===== config.mk =====
export PLATFORM = sky130hd
export DESIGN_NAME = mips32_trace_buffer
export DESIGN_NICKNAME = d
export VERILOG_FILES = /design/src/rtl/mips32_trace_buffer.sv
export SDC_FILE = /design/constraint.sdc
export NUM_CORES = 2
export LEC_CHECK = 0
export CELL_PAD_IN_SITES_DETAIL_PLACEMENT = 0
export CELL_PAD_IN_SITES_GLOBAL_PLACEMENT = 2
export CORE_UTILIZATION = 40
export DETAILED_ROUTE_END_ITERATION = 10
export PLACE_DENSITY = 0.75
export SETUP_SLACK_MARGIN = 0.2
export SLEW_MARGIN = 0
export SYNTH_ARGS = -nofsm -noshare
export SYNTH_HDL_FRONTEND = slang
export SYNTH_SLANG_ARGS = --single-unit

===== constraint.sdc =====
create_clock -name clock -period 23.9 [get_ports clock]
set_input_delay 3.585 -clock clock [delete_from_list [all_inputs] [get_ports clock]]
set_output_delay 3.585 -clock clock [all_outputs]
set_load 0.005 [all_outputs]

===== src/rtl/mips32_trace_buffer.sv =====
// mips32_trace_buffer: circular commit-trace capture with trigger, post-trigger window and oldest-first drain.
// Optional macro MIPS32_TRACE_FILTER_EN adds a reg_mask port that filters register-write capture.
//
// state | meaning
// IDLE  | not capturing; arm starts a new capture
// ARMED | capturing into the circular buffer; waiting for trig
// POST  | capturing the post-trigger window of POST_TRIG events
// DRAIN | frozen; entries presented oldest-first on the out_* port
module mips32_trace_buffer #(
    parameter int DATA_W     = 32,
    parameter int MEM_ADDR_W = 32,
    parameter int DEPTH      = 16,
    parameter int POST_TRIG  = 4,
    parameter int CYC_W      = 16
) (
    input  logic                   clock,
    input  logic                   reset,
    input  logic                   arm,
    input  logic                   trig,
    input  logic                   reg_write,
    input  logic [4:0]             reg_addr,
    input  logic [DATA_W-1:0]      reg_data,
    input  logic                   mem_write,
    input  logic [MEM_ADDR_W-1:0]  mem_addr,
    input  logic [DATA_W-1:0]      mem_data,
`ifdef MIPS32_TRACE_FILTER_EN
    input  logic [31:0]            reg_mask,
`endif
    output logic                   out_valid,
    input  logic                   out_ready,
    output logic                   out_kind,
    output logic [MEM_ADDR_W-1:0]  out_addr,
    output logic [DATA_W-1:0]      out_data,
    output logic [CYC_W-1:0]       out_cycle,
    output logic [$clog2(DEPTH):0] count,
    output logic [1:0]             state,
    output logic                   wrapped,
    output logic                   collision
);

    localparam int PTR_W = $clog2(DEPTH);
    localparam int CNT_W = PTR_W + 1;
    localparam logic [CNT_W-1:0] FULL      = CNT_W'(DEPTH);
    localparam logic [CNT_W-1:0] CNT_ONE   = CNT_W'(1);
    localparam logic [PTR_W-1:0] PTR_ONE   = PTR_W'(1);
    localparam logic [PTR_W-1:0] POST_LOAD = PTR_W'(POST_TRIG);

    typedef enum logic [1:0] {
        S_IDLE  = 2'b00,
        S_ARMED = 2'b01,
        S_POST  = 2'b10,
        S_DRAIN = 2'b11
    } state_t;

    state_t state_q, state_d;

    logic [PTR_W-1:0] wptr, rptr, rptr_nxt, post_cnt;
    logic [CYC_W-1:0] cyc;

    logic                  buf_kind  [DEPTH];
    logic [MEM_ADDR_W-1:0] buf_addr  [DEPTH];
    logic [DATA_W-1:0]     buf_data  [DEPTH];
    logic [CYC_W-1:0]      buf_cycle [DEPTH];

    logic                  reg_hit, evt, cap, cap_en;
    logic                  evt_kind;
    logic [MEM_ADDR_W-1:0] evt_addr;
    logic [DATA_W-1:0]     evt_data;
    logic                  arm_ok, trig_ok, xfer, load_first, load_next;

`ifdef MIPS32_TRACE_FILTER_EN
    // $zero writes carry no architectural effect, so they are never logged
    assign reg_hit = reg_write && (reg_addr != 5'd0) && reg_mask[reg_addr];
`else
    assign reg_hit = reg_write;
`endif

    // memory writes win when both strobes fire
    assign evt      = mem_write || reg_hit;
    assign evt_kind = mem_write;
    assign evt_addr = mem_write ? mem_addr : MEM_ADDR_W'(reg_addr);
    assign evt_data = mem_write ? mem_data : reg_data;
    assign cap      = cap_en && evt;
    assign rptr_nxt = rptr + PTR_ONE;
    assign state    = state_q;

    always_ff @(posedge clock) begin
        if (reset) state_q <= S_IDLE;
        else       state_q <= state_d;
    end

    always_comb begin
        state_d = state_q;
        case (state_q)
            S_IDLE:  if (arm) state_d = S_ARMED;
            S_ARMED: if (trig) state_d = (POST_TRIG == 0) ? S_DRAIN : S_POST;
            S_POST:  if (evt && post_cnt == PTR_ONE) state_d = S_DRAIN;
            S_DRAIN: if ((!out_valid && count == '0) || (xfer && count == CNT_ONE))
                         state_d = S_IDLE;
            default: state_d = S_IDLE;
        endcase
    end

    always_comb begin
        arm_ok     = 1'b0;
        trig_ok    = 1'b0;
        cap_en     = 1'b0;
        xfer       = 1'b0;
        load_first = 1'b0;
        load_next  = 1'b0;
        case (state_q)
            S_IDLE:  arm_ok = arm;
            S_ARMED: begin
                cap_en  = 1'b1;
                trig_ok = trig;
            end
            S_POST:  cap_en = 1'b1;
            S_DRAIN: begin
                xfer       = out_valid && out_ready;
                load_first = !out_valid && (count != '0);
                load_next  = out_valid && out_ready && (count > CNT_ONE);
            end
            default: ;
        endcase
    end

    always_ff @(posedge clock) begin
        if (!reset && cap) begin
            buf_kind[wptr]  <= evt_kind;
            buf_addr[wptr]  <= evt_addr;
            buf_data[wptr]  <= evt_data;
            buf_cycle[wptr] <= cyc;
        end
    end

    always_ff @(posedge clock) begin
        if (reset) begin
            wptr      <= '0;
            rptr      <= '0;
            post_cnt  <= '0;
            cyc       <= '0;
            count     <= '0;
            wrapped   <= 1'b0;
            collision <= 1'b0;
            out_valid <= 1'b0;
            out_kind  <= 1'b0;
            out_addr  <= '0;
            out_data  <= '0;
            out_cycle <= '0;
        end else begin
            cyc <= cyc + CYC_W'(1);
            if (arm_ok) begin
                wptr      <= '0;
                rptr      <= '0;
                count     <= '0;
                wrapped   <= 1'b0;
                collision <= 1'b0;
            end
            if (cap) begin
                wptr <= wptr + PTR_ONE;
                // full: the write lands on the oldest entry, so the read side follows it
                if (count == FULL) begin
                    rptr    <= rptr_nxt;
                    wrapped <= 1'b1;
                end else begin
                    count <= count + CNT_ONE;
                end
                if (mem_write && reg_hit) collision <= 1'b1;
            end
            if (trig_ok)
                post_cnt <= POST_LOAD;
            else if (cap && state_q == S_POST)
                post_cnt <= post_cnt - PTR_ONE;
            if (load_first) begin
                out_valid <= 1'b1;
                out_kind  <= buf_kind[rptr];
                out_addr  <= buf_addr[rptr];
                out_data  <= buf_data[rptr];
                out_cycle <= buf_cycle[rptr];
            end
            if (xfer) begin
                rptr  <= rptr_nxt;
                count <= count - CNT_ONE;
                if (load_next) begin
                    out_kind  <= buf_kind[rptr_nxt];
                    out_addr  <= buf_addr[rptr_nxt];
                    out_data  <= buf_data[rptr_nxt];
                    out_cycle <= buf_cycle[rptr_nxt];
                end else begin
                    out_valid <= 1'b0;
                end
            end
        end
    end

endmodule


**Clock wiring as the flow saved it**

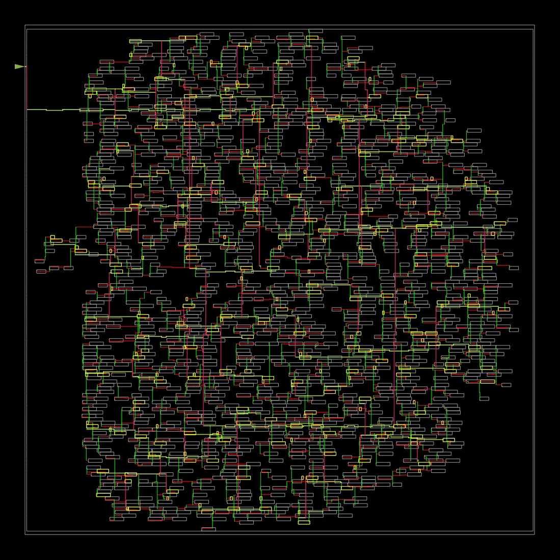
flip-flop and latch count: 1,415
clock distribution power: 2.37 mW
insertion delay of the later-clocked pin in the worst-skew pair: 0.80 ns
number of clock sinks seen by CTS: 1,415

**Clock network drawn from the DEF**

Drawn at 1 px/um.
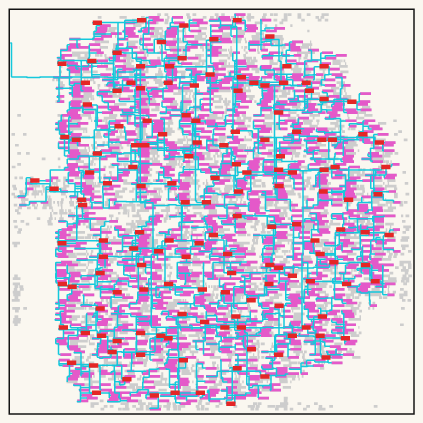
[clock wires] cyan | length: 17,300 um
[flip-flops] magenta | count: 1,415
[clock drivers] red | count: 152
routed clock nets	153
fraction of power consumed by the clock network: 0.430
skew final: 0.03079 ns

**Wiring by layer**

Drawn at 1 px/um.
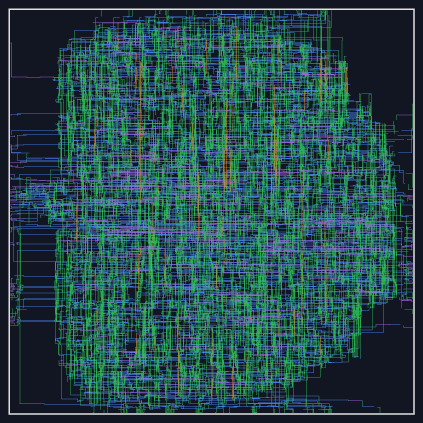
layer	color	wire length
metal 3	purple	13,900 um
metal 4	orange	3,410 um
metal 2	green	87.4 mm
metal 1	blue	78.3 mm
total number of vias: 37,059
total wire length: 183.0 mm
gr usage total: 0.2256
routed len/inst: 30.37 um

==> out/qor.log <==
[worst_hold_path] worst hold start collision
[setup_path] critical path class in -> reg
[global_route] met1 Usage GRT 0.3192
[sta] top achievable clock speed 146.1 MHz
[setup_path] sort of element at the start of the critical path input port
[yosys] flip-flop cell with the highest count after synthesis edfxtp_1
[place] Final HPWL DP 98.91 mm
[yosys] count of different cell masters after synthesis 55
[setup_path] required arrival time at the worst endpoint 24.57 ns
[setup_path] element type at the critical path end flip-flop
[yosys] number of synthesized register bits 1,415
[setup_path] worst r2r src rptr[0]
[layout] final net count 3,876
[global_route] most heavily used metal layer in global routing met2
[worst_hold_path] Min-Delay Path Depth 2
[floorplan] io pins 199
[routing] met3 routed wirelength 13.92 mm
[floorplan] die outline width 403.2 um
[routing] number of DRC markers in iteration 0 3,516
[clock_tree] TritonCTS clock tree built
[global_route] via count of the first global-routing pass 38,949
[floorplan] placeable core area 0.1591 mm2
[routing] DRC violation count after routing 0
[sta] setup violators final 0
[sta] min cycle time layout 6.845 ns
[global_route] antenna violations before repair 5
[clock_tree] number of buffers inserted for hold repair after clock tree synthesis 0
[setup_path] startpoint of the worst setup timing path out_ready
[yosys] cell total in the yosys stat output 3,606
[setup_path] top fanout value on the critical path 82
[yosys] register area share after synthesis 0.6416
[sta] slew of the pin with the lowest slew margin 1.180 ns
[setup_path] critical path endpoint out_addr[18]
[global_route] global route total overflow 0
[routing] Antenna Nets Post-Route 0
[yosys] number of nets produced by synthesis 3,731
[yosys] count of synthesis-stage warnings from yosys 0
[power] worst supply voltage drop on vdd 58.81 uV
[yosys] synthesized area 0.06437 mm2
[global_route] first-pass GRT wire length 269.0 mm
[sta] max-slew headroom at the worst pin 0.2131
[job] Log Warnings 50
[run_status] run status finished, final reports clean
[sta] setup repair after global routing missed its margin false
[clock_tree] post-CTS clock slew at the launch and capture registers of the worst setup and hold paths 0.06 ns
[layout] FILL cells 13,369
[sta] share of the clock period used by the worst path 0.2864
[sta] final number of hold-violating endpoints 0
[clock_tree] Max clock buf depth 3
[clock_tree] setup bufs post-CTS 0
[yosys] fraction of registers with async set/reset 0
[setup_path] R2R Path End out_addr[20]
[sta] setup total negative slack 0 ns
[power] Power Density 74.78 mW/mm2
[global_route] met2 GRT Util 0.3632
[layout] area overhead of the layout relative to synthesis 14.47%
[routing] met1 wire length 78.31 mm
[yosys] EDFF count, synth 1,296
[floorplan] floorplan core density 0.4046
[layout] most frequent standard cell in the layout excluding fill and tap cells edfxtp_1
[yosys] Synth Instances 3,606
[clock_tree] PostCTS Resize Cnt 0
[worst_hold_path] Worst Hold Endpoint collision
[layout] final cell utilization of the core 0.4631
[global_route] global routing usage on met3 0.04020
[global_route] largest net degree at the start of global routing 134
[job] max cap viols 0
[sta] Final Max Slew Viols 0
[clock_tree] Root Buffer Master clkbuf_16
[yosys] Chip Area, Yosys 0.06437 mm2
[routing] Routed met2 length 87.38 mm
[place] weighted congestion reported at the end of routability-driven placement 0.7763
[layout] proportion of layout cells with a drive suffix above 1 0.2951
[floorplan] die y size 403.2 um
[layout] commonest cells after routing, fill and taps aside 1,296 x edfxtp_1, 568 x mux4_2, 251 x nand2_1
[clock_tree] total clock buffers created by CTS 152
[yosys] mean area per synthesized cell 17.85 um2
[routing] via-per-instance ratio 6.149
[setup_path] reg-to-reg setup timing slack 19.37 ns
[floorplan] number of cell rows 146
[clock_tree] H-tree depth 4
[place] number of buffers added on ports 198
[floorplan] die outline area 0.1625 mm2
[routing] first-pass iteration count of the detailed router 5
[setup_path] worst reg-to-reg path cell count 7
[sequential cells by signal (all words and copies together) (netlist names), 2 cells and up]
| signal | cells |
|---|---|
| buf_addr | 512 |
| buf_data | 512 |
| buf_cycle | 256 |
| out_addr | 32 |
| out_data | 32 |
| buf_kind | 16 |
| cyc | 16 |
| out_cycle | 16 |
| count | 5 |
| post_cnt | 4 |
| rptr | 4 |
| wptr | 4 |
| state | 2 |
[logic make-up (layout without fill, tap and decap cells)]
| logic type | count (synthesis) | in the layout | synth area share |
|---|---|---|---|
| flip-flops | 1415 | 1415 | 0.6416 |
| multiplexers | 778 | 778 | 0.2352 |
| AND/OR/NAND/NOR | 698 | 698 | 0.04989 |
| AND-OR/OR-AND | 381 | 381 | 0.04731 |
| buffers and inverters | 300 | 574 | 0.02037 |
| adder cells (fa/ha/maj) | 17 | 17 | 0.003304 |
| XOR/XNOR | 17 | 17 | 0.002313 |
| other | 0 | 1 | 0 |
[worst max-delay path, stage by stage]
cell	delay [ns]
clkdlybuf4s50_1	0.52
nand3_1	0.39
a21oi_4	0.28
buf_12	0.61
a21o_4	0.82
buf_4	0.75
o31ai_1	0.19
and3_1	0.21
[area by class of cell]
| class | instances | area [um2] | share of cell area |
|---|---|---|---|
| Clock buffer | 207 | 4280 | 0.05809 |
| Clock inverter | 76 | 747.0 | 0.01014 |
| Tap cell | 2146 | 2685 | 0.03644 |
| Sequential cell | 1415 | 41310 | 0.5606 |
| Timing Repair Buffer | 277 | 2636 | 0.03578 |
| Inverter | 14 | 52.55 | 0.0007131 |
| Antenna cell | 1 | 2.502 | 0.00003396 |
| Multi-Input combinational cell | 1891 | 21970 | 0.2982 |
[power breakdown]
part	switching (mW)	internal [mW]	total, mW
registers	0.0391	2.77	2.81
clock network	0.975	1.40	2.37
logic	0.192	0.133	0.325
[synth_stat cells (7+ instances only)]
cell / number / area, um2
nor3_1: 10 / 50.05
buf_2: 94 / 470.5
a21oi_1: 23 / 115.1
buf_1: 47 / 176.4
ha_1: 17 / 212.7
nand2_1: 254 / 953.4
a221oi_2: 38 / 570.6
and2_1: 29 / 181.4
inv_1: 14 / 52.55
and3_1: 82 / 513.0
a22oi_1: 75 / 563.0
edfxtp_1: 1296 / 38920
a211oi_1: 7 / 52.55
clkbuf_1: 135 / 506.7
mux2_2: 199 / 2241
nor2_1: 131 / 491.7
o22ai_1: 83 / 519.3
xnor2_1: 11 / 96.34
dfxtp_1: 119 / 2382
mux2i_1: 11 / 110.1
o31ai_1: 76 / 570.6
nand3_1: 164 / 820.8
mux4_2: 568 / 12790
buf_6: 8 / 90.09
o21ai_0: 11 / 55.05
a221oi_1: 40 / 350.3
[through the flow]
step | instance area, um2 | std cells | hold slack, ns | worst slack, ns | total power [mW]
after floorplan | 64370 | 3606 | 0.4743 | 13.50 | 3.046
after global placement | 68660 | 5743 | 0.4766 | 16.34 | 3.188
after detailed placement | 68660 | 5743 | 0.4752 | 16.30 | 3.191
after CTS | 73690 | 6026 | 0.4921 | 17.16 | 5.548
after global routing | 73690 | 6026 | 0.5135 | 16.97 | 5.666
final | 73690 | 6027 | 0.4935 | 17.06 | 5.511
Power is estimated from default activity; no workload was simulated.
